==> config.mk <==
export PLATFORM = sky130hd
export DESIGN_NAME = universal_shift_reg
export DESIGN_NICKNAME = d
export VERILOG_FILES = /design/src/rtl/shift_reg_pkg.sv /design/src/rtl/frame_counter.sv /design/src/rtl/universal_shift_reg.sv
export SDC_FILE = /design/constraint.sdc
export NUM_CORES = 1
export LEC_CHECK = 0
export CORE_MARGIN = 2
export CORE_UTILIZATION = 37
export CTS_CLUSTER_DIAMETER = 50
export DETAILED_ROUTE_END_ITERATION = 6
export PLACE_DENSITY_LB_ADDON = 0.3
export SLEW_MARGIN = 20
export SYNTH_ARGS = -nofsm -noshare
export SYNTH_HDL_FRONTEND = slang
export SYNTH_SLANG_ARGS = --single-unit
==> constraint.sdc <==
create_clock -name clk -period 1.5 [get_ports clk]
set_input_delay 0.225 -clock clk [delete_from_list [all_inputs] [get_ports clk]]
set_output_delay 0.225 -clock clk [all_outputs]
set_load 0.02 [all_outputs]
==> src/rtl/shift_reg_pkg.sv <==
// ----------------------------------------------------------------------------
// shift_reg_pkg
// Shared definitions for the Registers_and_Counters shift-register blocks.
//   usr_mode_t : 2-bit operating mode (hold / shift right / shift left / load)
//   is_shift() : true for either shift direction
// ----------------------------------------------------------------------------
package shift_reg_pkg;

  typedef enum logic [1:0] {
    MODE_HOLD = 2'b00,
    MODE_SHR  = 2'b01,
    MODE_SHL  = 2'b10,
    MODE_LOAD = 2'b11
  } usr_mode_t;

  function automatic logic is_shift(input usr_mode_t m);
    return (m == MODE_SHR) || (m == MODE_SHL);
  endfunction

endpackage

==> src/rtl/frame_counter.sv <==
// ----------------------------------------------------------------------------
// frame_counter
// Modulo-N counter with enable, synchronous clear and a registered wrap pulse.
//   clk, n_reset : clock and asynchronous active-low reset
//   clr          : synchronous clear (wins over en, suppresses wrap)
//   en           : count one step
//   count        : current count, 0 .. N-1
//   wrap         : one-cycle pulse on the edge where count wraps N-1 -> 0
// ----------------------------------------------------------------------------
module frame_counter #(
  parameter int N     = 8,
  parameter int CNT_W = $clog2(N)
) (
  input  logic             clk,
  input  logic             n_reset,
  input  logic             clr,
  input  logic             en,
  output logic [CNT_W-1:0] count,
  output logic             wrap
);

  logic [CNT_W-1:0] count_q, count_d;
  logic             wrap_q,  wrap_d;

  // Next-state for counter and wrap pulse
  always_comb begin
    count_d = count_q;
    wrap_d  = 1'b0;
    if (clr) begin
      count_d = '0;
      wrap_d  = 1'b0;
    end else if (en) begin
      if (count_q == CNT_W'(N - 1)) begin
        count_d = '0;
        wrap_d  = 1'b1;
      end else begin
        count_d = count_q + CNT_W'(1);
        wrap_d  = 1'b0;
      end
    end else begin
      count_d = count_q;
      wrap_d  = 1'b0;
    end
  end

  // Counter and wrap pulse registers
  always_ff @(posedge clk or negedge n_reset) begin
    if (!n_reset) begin
      count_q <= '0;
      wrap_q  <= 1'b0;
    end else begin
      count_q <= count_d;
      wrap_q  <= wrap_d;
    end
  end

  assign count = count_q;
  assign wrap  = wrap_q;

endmodule

==> src/rtl/universal_shift_reg.sv <==
// ----------------------------------------------------------------------------
// universal_shift_reg
// N-bit universal shift register: hold, shift right, shift left, parallel
// load, synchronous clear, and a frame counter pulsing after every N shifts.
// Optional feature macro: USR_ROTATE_EN (rot selects rotate in shift modes).
//   clk, n_reset   : clock and asynchronous active-low reset
//   clr            : synchronous clear of q and count (highest priority)
//   mode[1:0]      : 00 hold, 01 shift right, 10 shift left, 11 load
//   rot            : rotate qualifier (ignored unless USR_ROTATE_EN)
//   sin_r, sin_l   : serial inputs entering at bit N-1 / bit 0
//   par_in[N-1:0]  : parallel load data
//   q[N-1:0]       : register contents
//   sout_r, sout_l : q[0] / q[N-1]
//   count          : shifts since last load, clear or frame end
//   frame_done     : pulse on the edge that completes the Nth shift
// ----------------------------------------------------------------------------
module universal_shift_reg
  import shift_reg_pkg::*;
#(
  parameter int N = 8,
  localparam int CNT_W = $clog2(N)
) (
  input  logic             clk,
  input  logic             n_reset,
  input  logic             clr,
  input  logic [1:0]       mode,
  input  logic             rot,
  input  logic             sin_r,
  input  logic             sin_l,
  input  logic [N-1:0]     par_in,
  output logic [N-1:0]     q,
  output logic             sout_r,
  output logic             sout_l,
  output logic [CNT_W-1:0] count,
  output logic             frame_done
);

  usr_mode_t    mode_s;
  logic [N-1:0] q_q, q_d;
  logic         shr_in_s;
  logic         shl_in_s;
  logic         cnt_clr_s;
  logic         cnt_en_s;

  assign mode_s = usr_mode_t'(mode);

`ifdef USR_ROTATE_EN
  // Rotation recirculates the bit that is leaving the opposite end.
  assign shr_in_s = rot ? q_q[0]   : sin_r;
  assign shl_in_s = rot ? q_q[N-1] : sin_l;
`else
  // rot stays on the port list so the interface matches both builds.
  logic unused_rot_s;
  assign unused_rot_s = rot;
  assign shr_in_s     = sin_r;
  assign shl_in_s     = sin_l;
`endif

  // Next-state data mux: clr > load > shift > hold
  always_comb begin
    q_d = q_q;
    if (clr) begin
      q_d = '0;
    end else begin
      case (mode_s)
        MODE_HOLD: q_d = q_q;
        MODE_SHR:  q_d = {shr_in_s, q_q[N-1:1]};
        MODE_SHL:  q_d = {q_q[N-2:0], shl_in_s};
        MODE_LOAD: q_d = par_in;
        default:   q_d = q_q;
      endcase
    end
  end

  // Data register
  always_ff @(posedge clk or negedge n_reset) begin
    if (!n_reset) begin
      q_q <= '0;
    end else begin
      q_q <= q_d;
    end
  end

  // A load restarts the frame, so it clears the counter just like clr.
  assign cnt_clr_s = clr || (mode_s == MODE_LOAD);
  assign cnt_en_s  = is_shift(mode_s);

  frame_counter #(
    .N     (N),
    .CNT_W (CNT_W)
  ) u_frame_counter (
    .clk     (clk),
    .n_reset (n_reset),
    .clr     (cnt_clr_s),
    .en      (cnt_en_s),
    .count   (count),
    .wrap    (frame_done)
  );

  assign q      = q_q;
  assign sout_r = q_q[0];
  assign sout_l = q_q[N-1];

endmodule

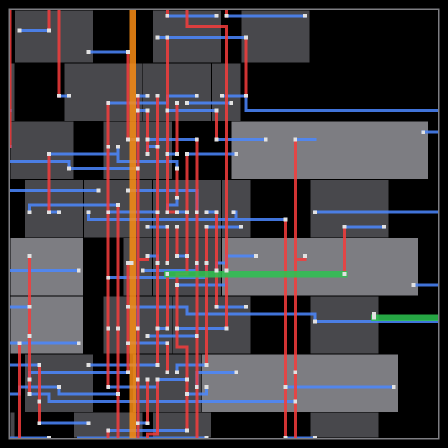
(zoomed window)
Region (26, 26) to (46, 46) um. Cells in gray, sequential cells in the stronger gray; small squares are vias.
Green is met3. Orange is met4. Red is met2. Blue is met1.
23 logic cells have their middle in the window. Most frequent: a221oi_1 (6), clkdlybuf4s50_1 (5). Netlist names of flops here include q (3). Sequential cells in the window: 3.

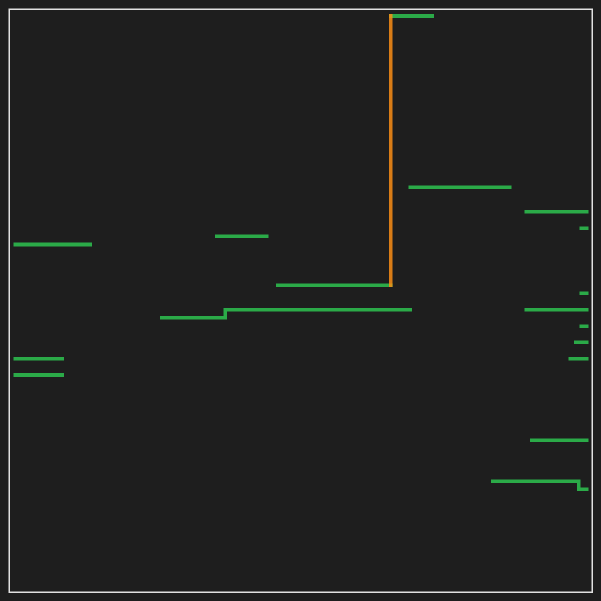
(routed metal, one color a layer)
(12 px per um) Only two layers are drawn.
Green is met3, wire length 87.3 um. Orange is met4, wire length 22.4 um.
routed vias: 657
Routed WL per cell: 13.0 um
GRT Overall Usage: 15.8%

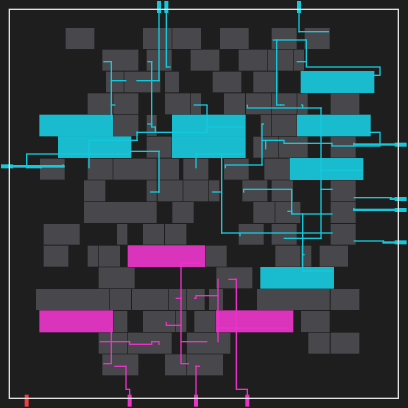
(port wiring)
(8 px per um)
Magenta is count, bits 3, direction output, end cells 3, buffers 3, wire 81.5 um. Cyan is q, bits 8, direction output, end cells 8, buffers 8, wire 283 um. Red is rot, bits 1, direction input, end cells 0, buffers 0.
total of buffers placed on input and output ports: 28
number of top-level pins: 30

[repair_timing]
action | in CTS | in global routing
endpoints found under the setup margin | 17 | 13
resized | 11 | 9
endpoints found under the hold margin | 0 | 0
[worst min-delay path by stage]
stage	to	slack [ns]	start	cells after the start
after floorplan	q[0]	-0.07	n_reset	0
after global placement	u_frame_counter.wrap	0.55	n_reset	2
after detailed placement	u_frame_counter.wrap	0.54	n_reset	2
after CTS	u_frame_counter.count[2]	0.26	n_reset	2
after global routing	u_frame_counter.wrap	0.29	n_reset	2
final	q[4]	0.26	n_reset	2
[worst reg2reg max path: cells and delay by family, from the launching register on]
family	cells	cell delay (ns)
adder cells (fa/ha/maj)	2	0.35
AND/OR/NAND/NOR	1	0.39
AND-OR/OR-AND	1	0.17
flip-flops	1	0.43
==> impl_metrics.tcl <==
# implementation run metrics
set metrics [dict create \
    placeableCoreArea_um2 1900 \
    max-slew-margin-rel_pct 67.2 \
    antenna_violating_nets_post_route 0 \
    clk_path_buf_depth 2 \
    bufs_and_invs_on_worst_path 0 \
    outcome "completed" \
    grt_first_pass_wirelength_um 2920 \
    route.met3.wl_um 87 \
    power_mw 0.797 \
    critical_path_arrival_ns 1.60 \
    critPathTopFamily "flip-flops" \
    setup.worst_path.end "u_frame_counter.count[0]" \
    path_common_cell "sky130_fd_sc_hd__ha_2" \
    hold_viol 0 \
    final_cells 129 \
    worst_path_largest_cell_delay_ns 0.43 \
    fp-row-count 16 \
    post-route-drc-count 0 \
    area_fraction_in_xor_and_xnor_cells_pct 0 \
    layout.sequential_cells 12 \
    tapcell.inserted 27 \
    comb_area_um2 390 \
    pwr_density_cell_nw_per_um2 703 \
    synth-seq-area-share_pct 41.1 \
    worst_hold_slack_after_final_layout_ns 0.259 \
    finalWirelength_um 1680 \
    timing.critical_path.to_type "register" \
    netlist.top_cell.by_area "sky130_fd_sc_hd__dfrtp_1" \
    data_required_critical_path_ns 1.68 \
    num-nonclk-buffers 37 \
    antenna_found_initial 0 \
    place_ws_ns -0.400 \
    critical_path.max_fanout 4 \
    synth_area_per_cell_um2 10.6 \
    power.share.combinational_pct 29.7 \
    dr.first_iter.drc_count 9 \
    synth.cellmix.compoundShare_pct 21.6 \
    openroad.warnings 29 \
    finalWorstPathRequiredPeriod_ns 1.42 \
    layout-drive-gt1-share_pct 20.6 \
    final.setup.worst_slack_ns 0.0803 \
    worst_max_slew_pin_slew_ns 0.491 \
    highest-signal-layer "met4" \
    routed_via_density 5.09 \
    worst-r2r-cell-count 4 \
    power.leakage_nw 0.570 \
    fmax_ghz 0.704 \
    worst_r2r_setup_slack_ns 0.08 \
    ff_type "sky130_fd_sc_hd__dfrtp_1" \
    cts_max_level 1 \
    die_width_um 48.4 \
    top_area_cell_class "logic gates" \
    syn_inst 69 \
    timing_max_transition_violations_final 0 \
    synth_top_cell_by_count "sky130_fd_sc_hd__a221oi_1" \
    yosys_cells 69 \
    final-setup-viol-count 0 \
    worst_ir_drop_vdd_mv 0.442 \
    worst_setup_hold_path_clk_slew_ns 0.07 \
    maxPowerGroup "registers" \
    grt_met2_usage_pct 24.3 \
    synth.net_count 90 \
    design_area_um2 1130 \
    final.clkbuf_count 3 \
    grt_max_degree 18 \
    mux_share_pct 1.37 \
    largest_register_ffs 8 \
    post_synth_fa_ha_maj_area_fraction_pct 8.56 \
    clock_power_share_pct 24.6 \
    clock_insertion_delay_at_the_later_pin_of_the_skew_report_ns 0.27 \
    hold_buffers 0 \
    cts_tree "built" \
    met2_length_um 776 \
    areaGrowthSynthToFinish_pct 55.3 \
    power_switching_share_pct 29.3 \
    timing.setup.tns_ns 0 \
    hpwl_um 1220 \
    rsz0062_at_grt "false" \
    synth_warnings 0 \
    gr-total-overflow 0 \
    source_of_the_worst_register_to_register_timing_path "u_frame_counter.count[0]" \
    area.share.sequential_pct 26.7 \
    finalCoreUtilization_pct 59.7 \
    grt_util_met3_pct 5.25 \
    cts.repair_timing.setup_buffer_count 0 \
    layout.area.seq_um2 303 \
    mappedNetlistArea_um2 731 \
    firstDrtPassIters 4 \
    place.detailed.instances 126 \
    timing.critical_path.from_type "register" \
    critical_path.cell_chain "ha_2, ha_2, or3b_4, a211oi_2" \
    dpl-instance-area_um2 1080 \
    clock_net_power_mw 0.196 \
    regToRegEndpoint "u_frame_counter.count[0]" \
    met1_length_um 793 \
    cts.sinks 12 \
    initCoreUtil_pct 38.4 \
    cts.root.buffer_cell "sky130_fd_sc_hd__clkbuf_4" \
    maxCapViolations 0 \
]
